$ cat src/rtl/mips_mdu.sv
// Iterative MIPS multiply/divide unit: MULT/MULTU/DIV/DIVU into private HI/LO, plus MTHI/MTLO.
// Define MDU_DIVIDE_EN to build the restoring divider; without it DIV/DIVU are ignored.
module mips_mdu #(
    parameter int WIDTH = 32,
    parameter int CNT_W = 5
) (
    input  logic             clk,
    input  logic             rst,
    input  logic             start,
    input  logic [2:0]       op,
    input  logic [WIDTH-1:0] rs_data,
    input  logic [WIDTH-1:0] rt_data,
    output logic             busy,
    output logic             done,
    output logic [WIDTH-1:0] hi,
    output logic [WIDTH-1:0] lo
);

    typedef enum logic [1:0] {IDLE, ITER, FIX} state_t;
    typedef enum logic [2:0] {
        OP_MULT  = 3'b000,
        OP_MULTU = 3'b001,
        OP_DIV   = 3'b010,
        OP_DIVU  = 3'b011,
        OP_MTHI  = 3'b100,
        OP_MTLO  = 3'b101
    } op_t;

    state_t           state;
    logic [CNT_W-1:0] cnt;
    logic [WIDTH-1:0] acc_hi;   // product high half / partial remainder
    logic [WIDTH-1:0] acc_lo;   // multiplier being consumed / dividend turning into quotient
    logic [WIDTH-1:0] bop;      // |multiplicand| or |divisor|
    logic             neg;      // product or quotient sign

    logic             signed_op;
    logic             a_neg;
    logic             b_neg;
    logic [WIDTH-1:0] a_abs;
    logic [WIDTH-1:0] b_abs;

    logic [WIDTH:0]     mul_sum;
    logic [2*WIDTH-1:0] mul_next;
    logic [2*WIDTH-1:0] prod_fix;

    always_comb begin
        signed_op = (op == OP_MULT) || (op == OP_DIV);
        a_neg     = signed_op && rs_data[WIDTH-1];
        b_neg     = signed_op && rt_data[WIDTH-1];
        a_abs     = a_neg ? -rs_data : rs_data;
        b_abs     = b_neg ? -rt_data : rt_data;
    end

    // Shift-add: add multiplicand into the high half when the current multiplier bit is set, then shift right.
    always_comb begin
        mul_sum  = {1'b0, acc_hi} + (acc_lo[0] ? {1'b0, bop} : '0);
        mul_next = {mul_sum, acc_lo[WIDTH-1:1]};
        prod_fix = neg ? -{acc_hi, acc_lo} : {acc_hi, acc_lo};
    end

`ifdef MDU_DIVIDE_EN
    logic           is_div;
    logic           div_zero;
    logic           neg_r;
    logic [WIDTH:0] div_shift;
    logic [WIDTH:0] div_diff;

    // Remainder is always below the divisor, so the shifted value fits in WIDTH+1 bits.
    always_comb begin
        div_shift = {acc_hi, acc_lo[WIDTH-1]};
        div_diff  = div_shift - {1'b0, bop};
    end
`endif

    assign busy = (state == ITER) || (state == FIX);

    always_ff @(posedge clk) begin
        if (rst) begin
            state  <= IDLE;
            cnt    <= '0;
            hi     <= '0;
            lo     <= '0;
            done   <= 1'b0;
            acc_hi <= '0;
            acc_lo <= '0;
            bop    <= '0;
            neg    <= 1'b0;
`ifdef MDU_DIVIDE_EN
            is_div   <= 1'b0;
            div_zero <= 1'b0;
            neg_r    <= 1'b0;
`endif
        end else begin
            done <= 1'b0;
            case (state)
                IDLE: begin
                    if (start) begin
                        case (op)
                            OP_MTHI: hi <= rs_data;
                            OP_MTLO: lo <= rs_data;
                            OP_MULT, OP_MULTU: begin
                                acc_hi <= '0;
                                acc_lo <= a_abs;
                                bop    <= b_abs;
                                neg    <= a_neg ^ b_neg;
                                cnt    <= '0;
                                state  <= ITER;
`ifdef MDU_DIVIDE_EN
                                is_div   <= 1'b0;
                                div_zero <= 1'b0;
`endif
                            end
`ifdef MDU_DIVIDE_EN
                            OP_DIV, OP_DIVU: begin
                                is_div <= 1'b1;
                                neg    <= a_neg ^ b_neg;
                                neg_r  <= a_neg;
                                cnt    <= '0;
                                bop    <= b_abs;
                                if (rt_data == '0) begin
                                    div_zero <= 1'b1;
                                    acc_hi   <= rs_data;
                                    state    <= FIX;
                                end else begin
                                    div_zero <= 1'b0;
                                    acc_hi   <= '0;
                                    acc_lo   <= a_abs;
                                    state    <= ITER;
                                end
                            end
`endif
                            default: ;
                        endcase
                    end
                end
                ITER: begin
                    cnt <= cnt + 1'b1;
                    if (cnt == CNT_W'(WIDTH - 1)) state <= FIX;
`ifdef MDU_DIVIDE_EN
                    if (is_div) begin
                        if (!div_diff[WIDTH]) begin
                            acc_hi <= div_diff[WIDTH-1:0];
                            acc_lo <= {acc_lo[WIDTH-2:0], 1'b1};
                        end else begin
                            acc_hi <= div_shift[WIDTH-1:0];
                            acc_lo <= {acc_lo[WIDTH-2:0], 1'b0};
                        end
                    end else begin
                        {acc_hi, acc_lo} <= mul_next;
                    end
`else
                    {acc_hi, acc_lo} <= mul_next;
`endif
                end
                FIX: begin
                    state <= IDLE;
                    done  <= 1'b1;
`ifdef MDU_DIVIDE_EN
                    if (is_div) begin
                        if (div_zero) begin
                            lo <= '1;
                            hi <= acc_hi;
                        end else begin
                            lo <= neg ? -acc_lo : acc_lo;
                            hi <= neg_r ? -acc_hi : acc_hi;
                        end
                    end else begin
                        {hi, lo} <= prod_fix;
                    end
`else
                    {hi, lo} <= prod_fix;
`endif
                end
                default: state <= IDLE;
            endcase
        end
    end

endmodule
$ cat config.mk
export PLATFORM = sky130hd
export DESIGN_NAME = mips_mdu
export DESIGN_NICKNAME = d
export VERILOG_FILES = /design/src/rtl/mips_mdu.sv
export SDC_FILE = /design/constraint.sdc
export NUM_CORES = 1
export LEC_CHECK = 0
export CAP_MARGIN = 25
export CORE_AREA = 2 2 144 146
export CTS_BUF_LIST = sky130_fd_sc_hd__clkbuf_8
export DETAILED_ROUTE_END_ITERATION = 10
export DIE_AREA = 0 0 146 148
export PLACE_DENSITY = 0.79
export RECOVER_POWER = 25
export SYNTH_ARGS = -nofsm -noshare
export SYNTH_HDL_FRONTEND = slang
export SYNTH_SLANG_ARGS = --single-unit
$ cat constraint.sdc
create_clock -name clk -period 4.2 [get_ports clk]
set_input_delay 0.63 -clock clk [delete_from_list [all_inputs] [get_ports clk]]
set_output_delay 0.63 -clock clk [all_outputs]
set_load 0.01 [all_outputs]
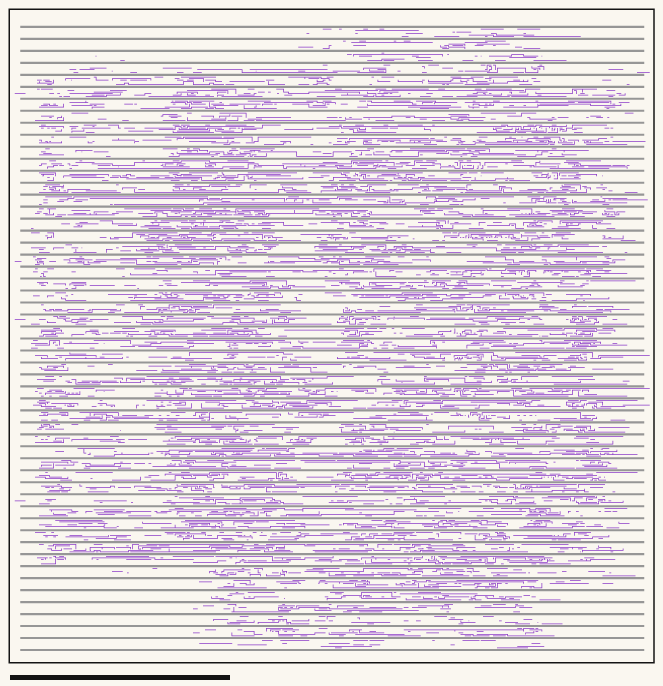
Figure 1: the metal 1 layer.
Scale bar: 50 um. Supply wires on this layer in gray.
longest straight run	45.1 um
main direction	horizontal
share of all routed wire	45%

==> results.rst <==
Implementation results
======================

.. list-table::
   :header-rows: 1

   * - Metric
     - Value
   * - Largest fanout of any net on the critical path
     - 8
   * - Crit path DAT
     - 4.16 ns
   * - Number of cells in the finished layout apart from fillers
     - 1741
   * - Vias/cell
     - between 6 and 7
   * - Top Ports
     - 136
   * - Share of total power in the clock network
     - 0.325
   * - Crit path setup slack, layout
     - 0.470 ns
   * - Antenna violation net count after detailed routing
     - 0
   * - NetSw
     - between 1000 and 1500 uW
   * - Share of synthesized cell area in and-or and or-and compound cells
     - 0.281
   * - Async SR Flop Fraction
     - 0
   * - Post-cts sizing count
     - 0
   * - Violated checks
     - max-capacitance violations, max-slew violations
   * - CTS tree
     - built
   * - Count of pins over their slew limit
     - 45
   * - Largest family of logic cells by area
     - AND-OR/OR-AND gates
   * - Post-CTS setup buffer count
     - 0
   * - Total cells reported by yosys after synthesis
     - ~1400
   * - Result of the run
     - finished, violations left
   * - Max-cap violation count
     - 1
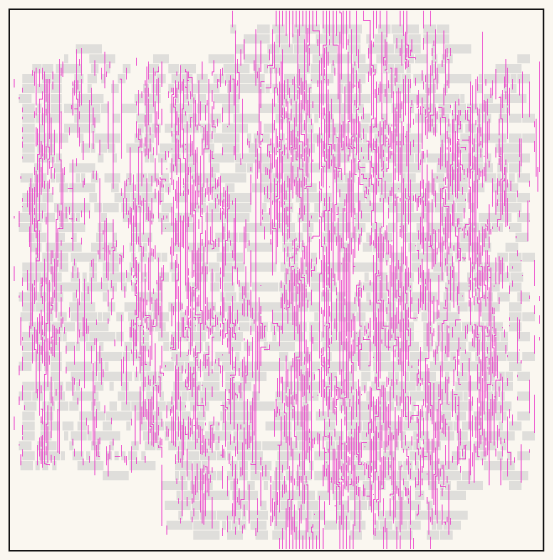
Figure 2: signal wires on met2.
nets with wire on the layer	1264
longest straight run	86.0 um
main direction	vertical
wire length on this layer	13800 um
total number of vias: 10600
drt total wl: 30300 um
met2 demand-to-capacity share in global routing: 0.440

==> layout make-up <==
type / instances / area, um^2 / share of cell area
Clock buffer: 19 / 262 / 0.0203
Tap cell: 270 / 338 / 0.0263
Inverter: 23 / 86.3 / 0.00671
Sequential cell: 169 / 3380 / 0.263
Clock inverter: 13 / 123 / 0.00953
Timing Repair Buffer: 159 / 1540 / 0.119
Multi-Input combinational cell: 1088 / 7140 / 0.555
==> worst max-delay path, cell delays in order (launching register included) <==
cell and delay, ns:
dfxtp_1 0.38, or4_4 0.57, or4_1 0.53, or4b_1 0.73, or4_4 0.51, o41ai_2 0.32
xor2_1 0.11, a2111oi_0 0.41, a21o_1 0.13
==> power by group through the flow <==
stage / logic [uW] / clock network [uW] / registers [uW]
final: 652 / 1130 / 1700
after CTS: 650 / 1150 / 1700
after detailed placement: 646 / 0 / 1740
after floorplan: 391 / 0 / 1730
after global routing: 710 / 1210 / 1710
after global placement: 637 / 0 / 1730
==> worst paths after layout <==
path / endpoint / slack, ns / cells past startpoint
min reg2reg: hi[18]$_SDFFE_PP0P_ / 0.46 / 2
min: hi[18]$_SDFFE_PP0P_ / 0.46 / 2
max reg2reg: hi[19]$_SDFFE_PP0P_ / 0.47 / 8
max: hi[19]$_SDFFE_PP0P_ / 0.47 / 8
==> per-layer routing <==
metal | vias up | share of wire
met5 | - | 0
met4 | 0 | 0.032
met3 | 56 | 0.065
li1 | 5257 | -
met2 | 398 | 0.45
met1 | 4903 | 0.45
==> sequential cells by signal (all words and copies together) (netlist names) <==
signal and cells:
bop 32, lo 32, neg 1, acc_lo 32, cnt 5, state 2, hi 32, acc_hi 32
done 1
Power and IR drop assume default switching activity.
